==> config.mk <==
export PLATFORM = sky130hd
export DESIGN_NAME = inst_fetch_flat
export DESIGN_NICKNAME = d
export VERILOG_FILES = /design/src/rtl/inst_fetch_if.sv /design/src/rtl/inst_fetch.sv /design/src/flat_wrapper.sv
export SDC_FILE = /design/constraint.sdc
export NUM_CORES = 1
export LEC_CHECK = 0
export ABC_AREA = 1
export ABC_CLOCK_PERIOD_IN_PS = 1700
export CAP_MARGIN = 15
export CORE_MARGIN = 4
export CORE_UTILIZATION = 30
export DETAILED_ROUTE_END_ITERATION = 10
export DONT_BUFFER_PORTS = 1
export MAX_ROUTING_LAYER = met4
export PLACE_DENSITY = 0.5
export REMOVE_ABC_BUFFERS = 1
export SLEW_MARGIN = 20
export SYNTH_ARGS = -nofsm -noshare
export SYNTH_HDL_FRONTEND = slang
export SYNTH_SLANG_ARGS = --single-unit
==> constraint.sdc <==
create_clock -name clk -period 1.7 [get_ports clk]
set_clock_uncertainty 0.15 [all_clocks]
set_input_delay 0.34 -clock clk [delete_from_list [all_inputs] [get_ports clk]]
set_output_delay 0.34 -clock clk [all_outputs]
set_load 0.05 [all_outputs]
==> src/rtl/inst_fetch_if.sv <==
// Instruction-memory port of the fetch stage.
//   mem_req    : fetch request valid (fetch stage -> memory)
//   mem_addr   : fetch address        (fetch stage -> memory)
//   mem_gnt    : request accepted this cycle   (memory -> fetch stage)
//   mem_rvalid : read data valid               (memory -> fetch stage)
//   mem_rdata  : instruction word              (memory -> fetch stage)
interface inst_fetch_if;
  logic        mem_req;
  logic [31:0] mem_addr;
  logic        mem_gnt;
  logic        mem_rvalid;
  logic [31:0] mem_rdata;

  modport master (
    output mem_req, mem_addr,
    input  mem_gnt, mem_rvalid, mem_rdata
  );

  modport slave (
    input  mem_req, mem_addr,
    output mem_gnt, mem_rvalid, mem_rdata
  );
endinterface

==> src/rtl/inst_fetch.sv <==
// Instruction-fetch stage between the BPIF register and the IF/ID register.
// Issues one outstanding read per PC, returns the instruction with its PC and
// branch-prediction metadata, back-pressures the front end and absorbs flushes
// that land while a fetch is in flight.
//   clk, rst                : clock, synchronous active-low reset
//   flush                   : kill the instruction in flight / in the output
//   stall_next_stage        : IF/ID cannot accept; output register holds
//   valid_in, current_pc_in, next_pc_in, is_branch_taken_in,
//   current_pht_index_in    : fetch request and prediction info from BPIF
//   mem                     : instruction-memory port (req/addr/gnt/rvalid/rdata)
//   stall_request           : front end must hold its outputs
//   valid_out, inst_out, pc_out, next_pc_out, is_branch_taken_out,
//   pht_index_out, addr_err_out : registered result for decode
module inst_fetch #(
  parameter int unsigned GHR_WIDTH = 5
) (
  input  logic                 clk,
  input  logic                 rst,
  input  logic                 flush,
  input  logic                 stall_next_stage,
  input  logic                 valid_in,
  input  logic [31:0]          current_pc_in,
  input  logic [31:0]          next_pc_in,
  input  logic                 is_branch_taken_in,
  input  logic [GHR_WIDTH-1:0] current_pht_index_in,
  inst_fetch_if.master         mem,
  output logic                 stall_request,
  output logic                 valid_out,
  output logic [31:0]          inst_out,
  output logic [31:0]          pc_out,
  output logic [31:0]          next_pc_out,
  output logic                 is_branch_taken_out,
  output logic [GHR_WIDTH-1:0] pht_index_out,
  output logic                 addr_err_out
);

  typedef enum logic [1:0] {S_IDLE, S_WAIT, S_HOLD, S_DISCARD} state_t;

  state_t               r_state;
  // Metadata of the PC in flight (front end has moved on after the grant)
  logic [31:0]          r_pc;
  logic [31:0]          r_npc;
  logic                 r_tk;
  logic [GHR_WIDTH-1:0] r_pht;
  logic [31:0]          r_hold_data;

  logic                 r_valid_out;
  logic [31:0]          r_inst_out;
  logic [31:0]          r_pc_out;
  logic [31:0]          r_npc_out;
  logic                 r_tk_out;
  logic [GHR_WIDTH-1:0] r_pht_out;
  logic                 r_err_out;

  logic                 w_aligned;
  logic                 w_issue;
  logic                 w_misal;
  logic                 w_load;
  logic [31:0]          w_ld_inst;
  logic [31:0]          w_ld_pc;
  logic [31:0]          w_ld_npc;
  logic                 w_ld_tk;
  logic [GHR_WIDTH-1:0] w_ld_pht;
  logic                 w_ld_err;

  assign w_aligned = (current_pc_in[1:0] == 2'b00);
  assign w_issue   = (r_state == S_IDLE) & valid_in & ~flush &  w_aligned;
  assign w_misal   = (r_state == S_IDLE) & valid_in & ~flush & ~w_aligned;

  assign mem.mem_req  = rst & w_issue;
  assign mem.mem_addr = current_pc_in;

  // IDLE stalls only while waiting for a grant or an IF/ID slot for an
  // address error; every other state owns the single outstanding slot.
  assign stall_request = rst & ((r_state != S_IDLE) |
                                (w_issue & ~mem.mem_gnt) |
                                (w_misal & stall_next_stage));

  // Source and enable for the output register
  always_comb begin
    w_load    = 1'b0;
    w_ld_inst = mem.mem_rdata;
    w_ld_pc   = r_pc;
    w_ld_npc  = r_npc;
    w_ld_tk   = r_tk;
    w_ld_pht  = r_pht;
    w_ld_err  = 1'b0;
    unique case (r_state)
      S_IDLE: begin
        w_load    = w_misal & ~stall_next_stage;
        w_ld_inst = '0;
        w_ld_pc   = current_pc_in;
        w_ld_npc  = next_pc_in;
        w_ld_tk   = is_branch_taken_in;
        w_ld_pht  = current_pht_index_in;
        w_ld_err  = 1'b1;
      end
      S_WAIT:    w_load = mem.mem_rvalid & ~flush & ~stall_next_stage;
      S_HOLD: begin
        w_load    = ~flush & ~stall_next_stage;
        w_ld_inst = r_hold_data;
      end
      default:   w_load = 1'b0;
    endcase
  end

  always_ff @(posedge clk) begin
    if (!rst) begin
      r_state     <= S_IDLE;
      r_pc        <= '0;
      r_npc       <= '0;
      r_tk        <= 1'b0;
      r_pht       <= '0;
      r_hold_data <= '0;
      r_valid_out <= 1'b0;
      r_inst_out  <= '0;
      r_pc_out    <= '0;
      r_npc_out   <= '0;
      r_tk_out    <= 1'b0;
      r_pht_out   <= '0;
      r_err_out   <= 1'b0;
    end else begin
      // Flush beats stall: the output is invalidated even while frozen
      if (flush || !stall_next_stage) r_valid_out <= 1'b0;
      if (w_load) begin
        r_valid_out <= 1'b1;
        r_inst_out  <= w_ld_inst;
        r_pc_out    <= w_ld_pc;
        r_npc_out   <= w_ld_npc;
        r_tk_out    <= w_ld_tk;
        r_pht_out   <= w_ld_pht;
        r_err_out   <= w_ld_err;
      end

      unique case (r_state)
        S_IDLE: begin
          if (w_issue && mem.mem_gnt) begin
            r_pc    <= current_pc_in;
            r_npc   <= next_pc_in;
            r_tk    <= is_branch_taken_in;
            r_pht   <= current_pht_index_in;
            r_state <= S_WAIT;
          end
        end
        S_WAIT: begin
          if (mem.mem_rvalid) begin
            if (!flush && stall_next_stage) begin
              r_hold_data <= mem.mem_rdata;
              r_state     <= S_HOLD;
            end else begin
              r_state <= S_IDLE;
            end
          end else if (flush) begin
            r_state <= S_DISCARD;
          end
        end
        S_HOLD: begin
          if (flush || !stall_next_stage) r_state <= S_IDLE;
        end
        S_DISCARD: begin
          if (mem.mem_rvalid) r_state <= S_IDLE;
        end
        default: r_state <= S_IDLE;
      endcase
    end
  end

  assign valid_out           = r_valid_out;
  assign inst_out            = r_inst_out;
  assign pc_out              = r_pc_out;
  assign next_pc_out         = r_npc_out;
  assign is_branch_taken_out = r_tk_out;
  assign pht_index_out       = r_pht_out;
  assign addr_err_out        = r_err_out;

endmodule

==> src/flat_wrapper.sv <==
// flat-port wrapper written by rule: the top's interface ports become plain ports
module inst_fetch_flat 
#(
  parameter int unsigned GHR_WIDTH = 5
)
  (clk, rst, flush, stall_next_stage, valid_in, current_pc_in, next_pc_in, is_branch_taken_in, current_pht_index_in, stall_request, valid_out, inst_out, pc_out, next_pc_out, is_branch_taken_out, pht_index_out, addr_err_out, mem_mem_req, mem_mem_addr, mem_mem_gnt, mem_mem_rvalid, mem_mem_rdata);
  inst_fetch_if mem_i ();
  input  logic clk;
  input  logic rst;
  input  logic flush;
  input  logic stall_next_stage;
  input  logic valid_in;
  input  logic [31:0] current_pc_in;
  input  logic [31:0] next_pc_in;
  input  logic is_branch_taken_in;
  input  logic [GHR_WIDTH-1:0] current_pht_index_in;
  output logic stall_request;
  output logic valid_out;
  output logic [31:0] inst_out;
  output logic [31:0] pc_out;
  output logic [31:0] next_pc_out;
  output logic is_branch_taken_out;
  output logic [GHR_WIDTH-1:0] pht_index_out;
  output logic addr_err_out;
  output wire logic [$bits(mem_i.mem_req)-1:0] mem_mem_req;
  output wire logic [$bits(mem_i.mem_addr)-1:0] mem_mem_addr;
  input wire logic [$bits(mem_i.mem_gnt)-1:0] mem_mem_gnt;
  input wire logic [$bits(mem_i.mem_rvalid)-1:0] mem_mem_rvalid;
  input wire logic [$bits(mem_i.mem_rdata)-1:0] mem_mem_rdata;
  assign mem_mem_req = mem_i.mem_req;
  assign mem_mem_addr = mem_i.mem_addr;
  assign mem_i.mem_gnt = mem_mem_gnt;
  assign mem_i.mem_rvalid = mem_mem_rvalid;
  assign mem_i.mem_rdata = mem_mem_rdata;
  inst_fetch #(.GHR_WIDTH(GHR_WIDTH)) u_core (.clk(clk), .rst(rst), .flush(flush), .stall_next_stage(stall_next_stage), .valid_in(valid_in), .current_pc_in(current_pc_in), .next_pc_in(next_pc_in), .is_branch_taken_in(is_branch_taken_in), .current_pht_index_in(current_pht_index_in), .mem(mem_i), .stall_request(stall_request), .valid_out(valid_out), .inst_out(inst_out), .pc_out(pc_out), .next_pc_out(next_pc_out), .is_branch_taken_out(is_branch_taken_out), .pht_index_out(pht_index_out), .addr_err_out(addr_err_out));
endmodule
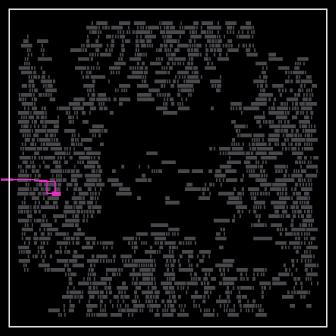
(images/io_fan.png)
- `flush`: magenta (direction input; edge left; end cells 2; buffers 1; wire 52.5 um)
I/O Pins: 247
port bufs: 0

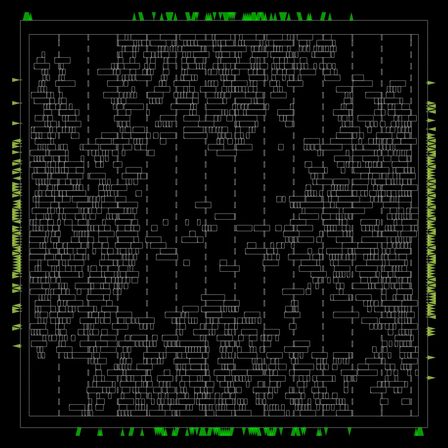
(images/placement.png)
seq_cells: 208
Rows: 66
non-filler cells, final: 2063
Seq area share: 30.57%

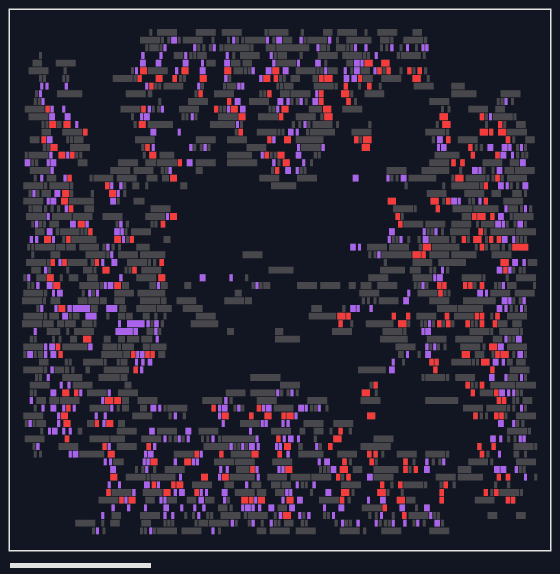
(images/logic_types.png)
Bar = 50 um.
- aoi and oai cells: red (cells 253; where all over the die)
- nand cells: purple (cells 431; where all over the die)
Comb/total area: 33.02%
most frequent logic cell in the layout: nand2_1

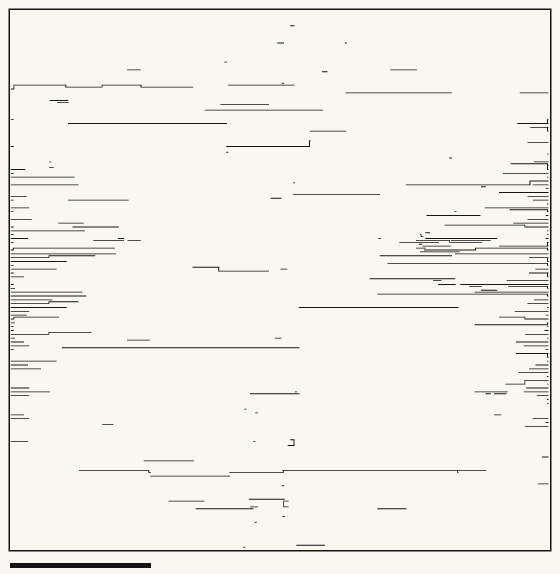
(images/layer_met3.png)
Bar = 50 um.
- longest straight run: 84.0 um
- main direction: horizontal
- share of all routed wire: 7.1%
Detailed Route WL: 33410 um
met3 usage: 4.255%
Vias: 9534

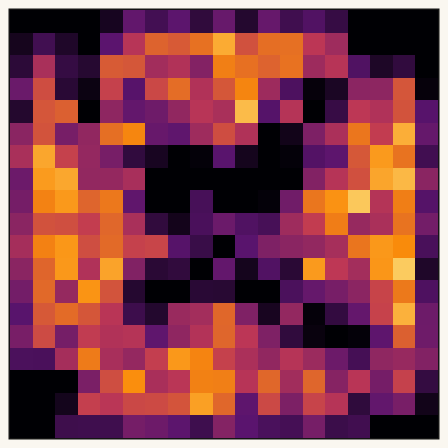
(images/cell_density.png)
The die is cut into 19 by 19 equal tiles; black is low, pale yellow is high, 0 to 100% covered.
- mean over tiles: 36%
- tiles over 75% full: 6.6%
- fullest tile: 89%
- emptiest ninth of the die: centre
Starting Density: 30.76%
Finished Core Util: 41.46%
core area: 0.03287 mm2

==> deck_impl_summary.md <==
Synthesis and Place & Route Summary

Status
  • Status: finished with violations
  • Violated checks: negative hold slack, negative setup slack

Global route
  • GR Util All Layers: 17.62%
  • Busiest grt layer: met2
  • Global route overflow: 0
  • Routing usage on met2: 28.50%
  • Vias in the first global route: 9103

Clocking
  • CTS Buf Count: 25
  • Clk Latency, worst-skew pair: 540 ps
  • Sink Count: 208
  • H-Tree Level Count: 1

Setup path
  • Req. time, crit path: 1210 ps
  • Worst r2r src: u_core.r_state[0]
  • Worst-path fanout max: 8
  • Critical path class: reg -> out

Synthesis
  • Post-Syn Instances: 1528
  • Ys flop type: dfxtp_1
  • Yosys cell types: 22
  • Asr flop ratio synth: 0%
  • Post-synth regs: 208
  • Cell count in the Yosys report: 1528
  • Post-Syn Area: 0.01011 mm2

Layout
  • Layout Nets: 1715
  • Reg area: 0.004167 mm2
  • Diode count: 0
  • Fillers: 3449
  • P&R area growth vs syn: 34.82%
  • Logic area: 0.004501 mm2

Min path
  • HP Class: in -> reg

Pwr
  • Pint: 11.63 mW
  • Clock network power share: 30.9%
  • Comb power frac: 29.7%

Final timing
  • Final setup viols: 188
  • Fin. Hold Viols: 160
  • Final Hold Slack: -189.2 ps
  • Setup ws final: -565.1 ps
  • Maximum clock frequency: 441.5 MHz

Drt
  • Drt pass-1 iters: 5
  • Antenna viol nets, final: 0
  • DR iter-0 viols: 531

Placement
  • Gpl congestion: 0.7669

Floorplan
  • Die width: 191.6 um

Run
  • Max Cap Violations: 0
  • Log Warnings: 34
[worst max-delay path: cells and delay by family (launching register included)]
kind | cells | cell delay (ps)
compound gates | 1 | 90
simple gates | 1 | 90
fa+ha+maj | 1 | 170
buf+inv | 5 | 560
flops | 1 | 330
[layer usage]
| metal | vias to the layer above | share of wire [%] |
|---|---|---|
| met3 | 50 | 7.1 |
| li1 | 4869 | - |
| met2 | 260 | 46 |
| met1 | 4355 | 44 |
| met5 | - | 0 |
| met4 | 0 | 2.0 |
[worst paths after layout]
path	cells past startpoint	to
worst max-delay path	8	stall_request
worst min-delay path	2	u_core.is_branch_taken_out
worst max register to register	14	u_core.next_pc_out[1]
worst min register to register	2	u_core.r_pc[27]
[cells in the final DEF, fill, tap and decap left out, types with 10 or more instances in the layout]
cell / n
a21boi_0: 49
a21oi_1: 108
a21oi_2: 11
buf_12: 28
buf_16: 13
buf_4: 37
buf_6: 10
clkbuf_16: 30
dfxtp_1: 206
dlygate4sd3_1: 89
inv_1: 228
inv_2: 36
nand2_1: 302
nand2_2: 16
nand4_1: 102
nor2_1: 211
o21ai_0: 41
o21ai_1: 10
o21ai_2: 26
[cell type report]
cell class                 count  area share, %
clock inverter                12          1.221
clock buffer                  34          5.426
sequential                   208          30.57
inverter                     265          7.354
tap                          442          4.058
multi-input combinational    913          33.02
timing repair buffer         189          18.34
[power groups by stage]
stage	combinational (mW)	clock [mW]	sequential, mW
after floorplan	2.65	0	7.43
after global placement	4.01	0	7.57
after detailed placement	4.05	0	7.57
after CTS	5.23	6.05	7.47
after global routing	6.25	6.26	7.52
final	5.63	5.86	7.45
[logic make-up (layout without fill, tap and decap cells)]
kind of cell	Yosys count	after routing	share of synthesized area (%)
compound gates	253	253	13.91
fa+ha+maj	4	4	0.4951
buf+inv	407	500	17.17
flops	208	208	41.19
simple gates	656	656	27.23
[state kept, by name, indices dropped and copies added (netlist names)]
name	count
u_core.next_pc_out	32
u_core.is_branch_taken_out	1
u_core.r_tk	1
u_core.addr_err_out	1
u_core.r_pc	32
u_core.r_state	2
u_core.pc_out	32
u_core.r_npc	32
u_core.valid_out	1
u_core.inst_out	32
u_core.pht_index_out	5
u_core.r_hold_data	32
u_core.r_pht	5
[what timing repair did]
item                                    CTS  global route
cloned                                   14             5
endpoints found under the hold margin   206           180
endpoints found under the setup margin  253           281
pin swaps                                 6            31
hold buffers                             64            25
resized                                  57           103
setup buffers                            16             9
[per-stage QoR]
stage | worst slack [ps] | instances | utilization [%]
2_1_floorplan | -4530 | 1386 | -
3_3_place_gp | -154.1 | 1884 | 32.43
3_5_place_dp | -178.7 | 1884 | 32.43
4_1_cts | -599.7 | 2024 | 39.34
5_1_grt | -647.3 | 2063 | 41.46
6_report | -565.1 | 2063 | 41.46
Power figures rest on the tool's default switching activity, not on a simulated workload.
